File: src/rtl/fifo_uart_tx_if.sv
// FIFO read-side handshake between an output FIFO and its serial drain stage.
// master = drain (pops words), slave = FIFO (supplies empty flag and read data).
interface fifo_uart_tx_if #(
   parameter int unsigned W_DATA = 8
) ();

   logic              empty;
   logic [W_DATA-1:0] rd_data;
   logic              pop;

   modport master (
      input  empty,
      input  rd_data,
      output pop
   );

   modport slave (
      output empty,
      output rd_data,
      input  pop
   );

endinterface

File: src/rtl/fifo_uart_tx.sv
// Drains an output FIFO onto an asynchronous serial line: start, data LSB first, stop.
// Optional even-parity bit between data and stop when FIFO_UART_TX_PARITY_EN is defined.
module fifo_uart_tx #(
   parameter int unsigned W_DATA   = 8,
   parameter int unsigned BAUD_DIV = 16,
   parameter int unsigned W_CNT    = 16
) (
   input  logic               clk,
   input  logic               rst,
   fifo_uart_tx_if.master     fifo,
   output logic               tx_o,
   output logic               busy_o,
   output logic [W_CNT-1:0]   frame_cnt_o
);

   localparam int unsigned CntW = (BAUD_DIV > 1) ? $clog2(BAUD_DIV) : 1;
   localparam int unsigned IdxW = (W_DATA > 1) ? $clog2(W_DATA) : 1;
   localparam logic [CntW-1:0] BaudLast = CntW'(BAUD_DIV - 1);
   localparam logic [IdxW-1:0] IdxLast  = IdxW'(W_DATA - 1);

   typedef enum logic [2:0] {
      StIdle,
      StPop,
      StWait,
      StStart,
      StData,
`ifdef FIFO_UART_TX_PARITY_EN
      StParity,
`endif
      StStop
   } state_e;

   state_e              state_q, state_d;
   logic [W_DATA-1:0]   shift_q, shift_d;
   logic [IdxW-1:0]     idx_q, idx_d;
   logic [CntW-1:0]     baud_q, baud_d;
   logic [W_CNT-1:0]    frame_cnt_q, frame_cnt_d;
   logic                baud_strobe;
   logic                timed;
`ifdef FIFO_UART_TX_PARITY_EN
   logic                parity_q, parity_d;
`endif

   assign baud_strobe = (baud_q == BaudLast);
   assign busy_o      = (state_q != StIdle);
   assign frame_cnt_o = frame_cnt_q;

   always_comb begin
      state_d     = state_q;
      shift_d     = shift_q;
      idx_d       = idx_q;
      frame_cnt_d = frame_cnt_q;
      tx_o        = 1'b1;
      fifo.pop    = 1'b0;
      timed       = 1'b0;
`ifdef FIFO_UART_TX_PARITY_EN
      parity_d    = parity_q;
`endif
      unique case (state_q)
         StIdle: begin
            if (!fifo.empty) state_d = StPop;
         end
         StPop: begin
            fifo.pop = 1'b1;
            state_d  = StWait;
         end
         StWait: begin
            // Read data is valid one cycle after the pop pulse.
            shift_d = fifo.rd_data;
            idx_d   = '0;
`ifdef FIFO_UART_TX_PARITY_EN
            parity_d = ^fifo.rd_data;
`endif
            state_d = StStart;
         end
         StStart: begin
            timed = 1'b1;
            tx_o  = 1'b0;
            if (baud_strobe) state_d = StData;
         end
         StData: begin
            timed = 1'b1;
            tx_o  = shift_q[0];
            if (baud_strobe) begin
               shift_d = shift_q >> 1;
               idx_d   = idx_q + 1'b1;
               if (idx_q == IdxLast) begin
`ifdef FIFO_UART_TX_PARITY_EN
                  state_d = StParity;
`else
                  state_d = StStop;
`endif
               end
            end
         end
`ifdef FIFO_UART_TX_PARITY_EN
         StParity: begin
            timed = 1'b1;
            tx_o  = parity_q;
            if (baud_strobe) state_d = StStop;
         end
`endif
         StStop: begin
            timed = 1'b1;
            if (baud_strobe) begin
               frame_cnt_d = frame_cnt_q + 1'b1;
               state_d     = fifo.empty ? StIdle : StPop;
            end
         end
         default: state_d = StIdle;
      endcase
   end

   // Bit timer restarts on every state entry and on every bit boundary.
   always_comb begin
      baud_d = baud_q + 1'b1;
      if (!timed || baud_strobe || (state_d != state_q)) baud_d = '0;
   end

   always_ff @(posedge clk) begin
      if (rst) begin
         state_q     <= StIdle;
         shift_q     <= '0;
         idx_q       <= '0;
         baud_q      <= '0;
         frame_cnt_q <= '0;
`ifdef FIFO_UART_TX_PARITY_EN
         parity_q    <= 1'b0;
`endif
      end else begin
         state_q     <= state_d;
         shift_q     <= shift_d;
         idx_q       <= idx_d;
         baud_q      <= baud_d;
         frame_cnt_q <= frame_cnt_d;
`ifdef FIFO_UART_TX_PARITY_EN
         parity_q    <= parity_d;
`endif
      end
   end

endmodule

File: src/flat_wrapper.sv
// flat-port wrapper written by rule: the top's interface ports become plain ports
module fifo_uart_tx_flat 
#(
   parameter int unsigned W_DATA   = 8,
   parameter int unsigned BAUD_DIV = 16,
   parameter int unsigned W_CNT    = 16
)
  (clk, rst, tx_o, busy_o, frame_cnt_o, fifo_empty, fifo_rd_data, fifo_pop);
  fifo_uart_tx_if #(.W_DATA(W_DATA)) fifo_i ();
  input  logic clk;
  input  logic rst;
  output logic tx_o;
  output logic busy_o;
  output logic [W_CNT-1:0] frame_cnt_o;
  input wire logic [$bits(fifo_i.empty)-1:0] fifo_empty;
  input wire logic [$bits(fifo_i.rd_data)-1:0] fifo_rd_data;
  output wire logic [$bits(fifo_i.pop)-1:0] fifo_pop;
  assign fifo_i.empty = fifo_empty;
  assign fifo_i.rd_data = fifo_rd_data;
  assign fifo_pop = fifo_i.pop;
  fifo_uart_tx #(.W_DATA(W_DATA), .BAUD_DIV(BAUD_DIV), .W_CNT(W_CNT)) u_core (.clk(clk), .rst(rst), .fifo(fifo_i), .tx_o(tx_o), .busy_o(busy_o), .frame_cnt_o(frame_cnt_o));
endmodule
File: config.mk
export PLATFORM = sky130hd
export DESIGN_NAME = fifo_uart_tx_flat
export DESIGN_NICKNAME = d
export VERILOG_FILES = /design/src/rtl/fifo_uart_tx_if.sv /design/src/rtl/fifo_uart_tx.sv /design/src/flat_wrapper.sv
export SDC_FILE = /design/constraint.sdc
export NUM_CORES = 1
export LEC_CHECK = 0
export CAP_MARGIN = 20
export CORE_UTILIZATION = 46
export DETAILED_ROUTE_END_ITERATION = 10
export PLACE_DENSITY_LB_ADDON = 0.25
export SLEW_MARGIN = 20
export SYNTH_ARGS = -nofsm -noshare
export SYNTH_HDL_FRONTEND = slang
export SYNTH_SLANG_ARGS = --single-unit
export TNS_END_PERCENT = 5
File: constraint.sdc
create_clock -name clk -period 1.88 [get_ports clk]
set_input_delay 0.376 -clock clk [delete_from_list [all_inputs] [get_ports clk]]
set_output_delay 0.376 -clock clk [all_outputs]
set_load 0.1 [all_outputs]
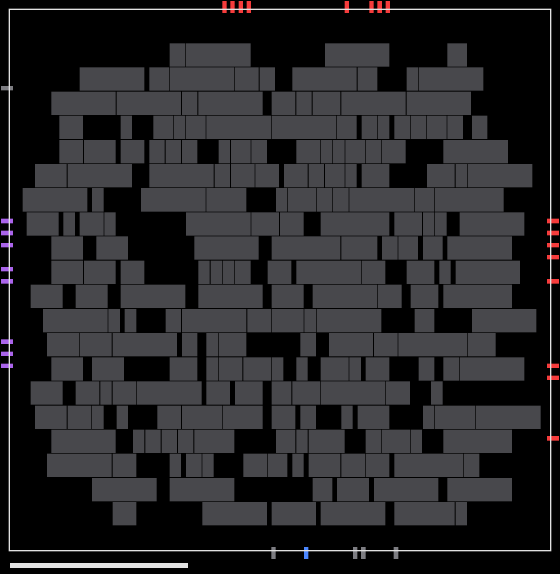
(pin map)
The bar under the picture is 20 um long. Pins as bars across the die edge, other pins in gray.
red -> frame_cnt_o  # pins 16, direction output, edge 8 right, 8 top
blue -> rst  # pins 1, direction input, edge bottom
purple -> fifo_rd_data  # pins 8, direction input, edge left
all pins by edge = 9 left, 8 right, 8 top, 5 bottom
Die X: 60.8 um
IO Port Bufs: 29
die height: 60.8 um

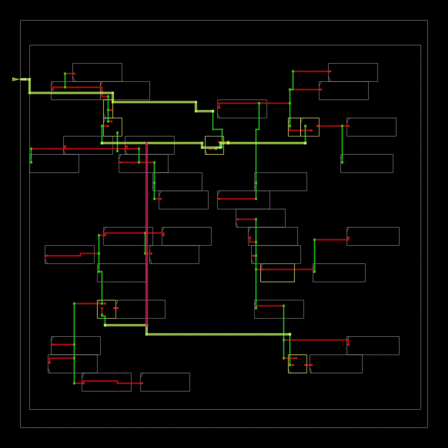
(the clock network)
number of CTS-inserted buffers: 5
clock network power: 420 uW

==> run summary <==
impl run done, here's what came out: Max Cap Viol 0, Num Clock Sinks 34, postcts setup bufs 0, startpoint types register, post-layout period usage 99.6%, area grow syn2layout 42.0%, clock buffer depth 2, DRT iter0 DRCs 64, outcome finished, final reports clean, initial antenna violation count 0, Worst R2R Path Depth 6, Critical Path Start u_core.state_q[1], fin cells between 200 and 300, HPWL after detailed placement around 2700 um, chip area in the Yosys report 0.00159 mm^2, FF-to-FF Start u_core.baud_q[0], vias in the first global route around 1,400, met3 routed WL 160 um, gr usage total between 20% and 30%, crit path to tx_o, share of cells above drive strength 1 a little under a quarter, Yosys reg bits 34, met2 wire len between 1500 and 2000 um, post-route design area about 0.0023 mm^2, R2R Setup Slk about 100 ps, Top FF cell, synth dfxtp_1, DP Cell Count 257, Log Warnings 28, cell type with the largest total area dfxtp_1, Post-synth EDFFs 0, max-slew violation count 0, R2R Path End u_core.frame_cnt_o[14], std cell rows 20, Max rail drop VDD between 0.5 and 0.6 mV, Hold Crit Class reg2reg, Skew-Pair Late Insertion Delay about 340 ps, f_max between 0.5 and 0.6 GHz, Power Dens Cells roughly 620 mW/mm^2, routability cong. ~0.8, Cell Area, Synth roughly 0.0016 mm^2, Routed Antenna Nets 0, Pwr Total around 1400 uW, largest net degree at the start of global routing 17, Final Hold Vio Count 0, main area contributors after synthesis dfxtp_1 43%, nor2_1 6.1%, a21oi_1 4.4%, mux2i_1 4.4%, a211oi_1 3.3%, Vias ~1,400
==> worst min-delay path by stage <==
stage / startpoint / endpoint / slack (ps) / cells past startpoint
after floorplan: u_core.baud_q[0] / u_core.baud_q[0] / 420 / 1
after global placement: u_core.baud_q[0] / u_core.baud_q[0] / 430 / 1
after detailed placement: u_core.baud_q[0] / u_core.baud_q[0] / 450 / 1
after CTS: u_core.baud_q[0] / u_core.baud_q[0] / 460 / 1
after global routing: u_core.baud_q[0] / u_core.baud_q[0] / 480 / 1
final: u_core.baud_q[0] / u_core.baud_q[0] / 450 / 1
==> layout by cell type, fill, tap and decap left out, drive strengths merged, types with 2 or more instances in the layout <==
cell           netlist  final
a21oi               14     14
nor4                 2      2
ha                   4      4
or4                  2      2
nor2b                2      2
inv                  2      2
nand3b               2      2
dfxtp               34     34
or3                  8      8
nand2               11     11
xor2                 5      5
nor3b                3      3
nand4                4      4
and4                 3      3
o31ai                2      2
nor2                26     26
buf                  4     30
a211oi               7      7
o21ai                8      8
xnor2                4      4
clkbuf               8      7
clkdlybuf4s50        0     10
and3                 2      2
nand3               10     10
mux2i                7      7
==> per-stage QoR <==
| step | setup WS, ps | hold slack, ps |
|---|---|---|
| finish | 8.02 | 453 |
| CTS | 4.01 | 463 |
| global placement | 159 | 429 |
| floorplan | -230 | 418 |
| detailed placement | 60.5 | 447 |
| global route | -54.0 | 476 |
==> state kept, by name (all words and copies together) (netlist names) <==
| register | count |
|---|---|
| u_core.idx_q | 3 |
| u_core.state_q | 3 |
| u_core.shift_q | 8 |
| u_core.baud_q | 4 |
| u_core.frame_cnt_o | 16 |
==> cells by family after synthesis <==
family | count (synthesis) | share of synthesized area [%]
AND/OR/NAND/NOR | 79 | 26.3
AND-OR/OR-AND | 38 | 14.9
flip-flops | 34 | 42.8
buffers and inverters | 14 | 3.54
XOR/XNOR | 9 | 4.95
multiplexers | 7 | 4.40
adder cells (fa/ha/maj) | 4 | 3.14
==> layout make-up <==
type	instances	area (um^2)	area share (%)
clock inverters	1	5.00	0.221
clock buffers	7	55.1	2.44
multi-input cells	137	885	39.1
inverters	2	7.51	0.332
flip-flops and latches	34	689	30.5
well taps	44	55.1	2.44
repair buffers	40	563	24.9
==> cells in the mapped netlist, types with 3 or more instances <==
| cell | n |
|---|---|
| dfxtp_1 | 34 |
| nor2_1 | 26 |
| a21oi_1 | 14 |
| nand2_1 | 11 |
| nand3_1 | 9 |
| clkbuf_1 | 8 |
| o21ai_0 | 8 |
| or3_1 | 8 |
| a211oi_1 | 7 |
| mux2i_1 | 7 |
| xor2_1 | 5 |
| ha_1 | 4 |
| nand4_1 | 4 |
| xnor2_1 | 4 |
| buf_2 | 3 |
| nor3b_1 | 3 |
==> power by group <==
group | switching (uW) | total [uW] | internal, uW
Sequential | 12.3 | 754 | 742
Combinational | 128 | 223 | 95.6
Clock | 239 | 420 | 181
Total | 379 | 1400 | 1020
==> worst max-delay path, stage by stage, from the launching register on <==
cell	delay [ps]
dfxtp_1	320
buf_4	170
nand2b_1	180
o31a_1	290
buf_12	180
==> layer usage <==
metal	vias to the layer above	GRT usage [%]
li1	737	-
met5	-	0
met2	30	38.5
met1	660	23.6
met3	4	9.17
met4	0	8.44
No activity file was given, so power comes from the tool's default toggle rates.
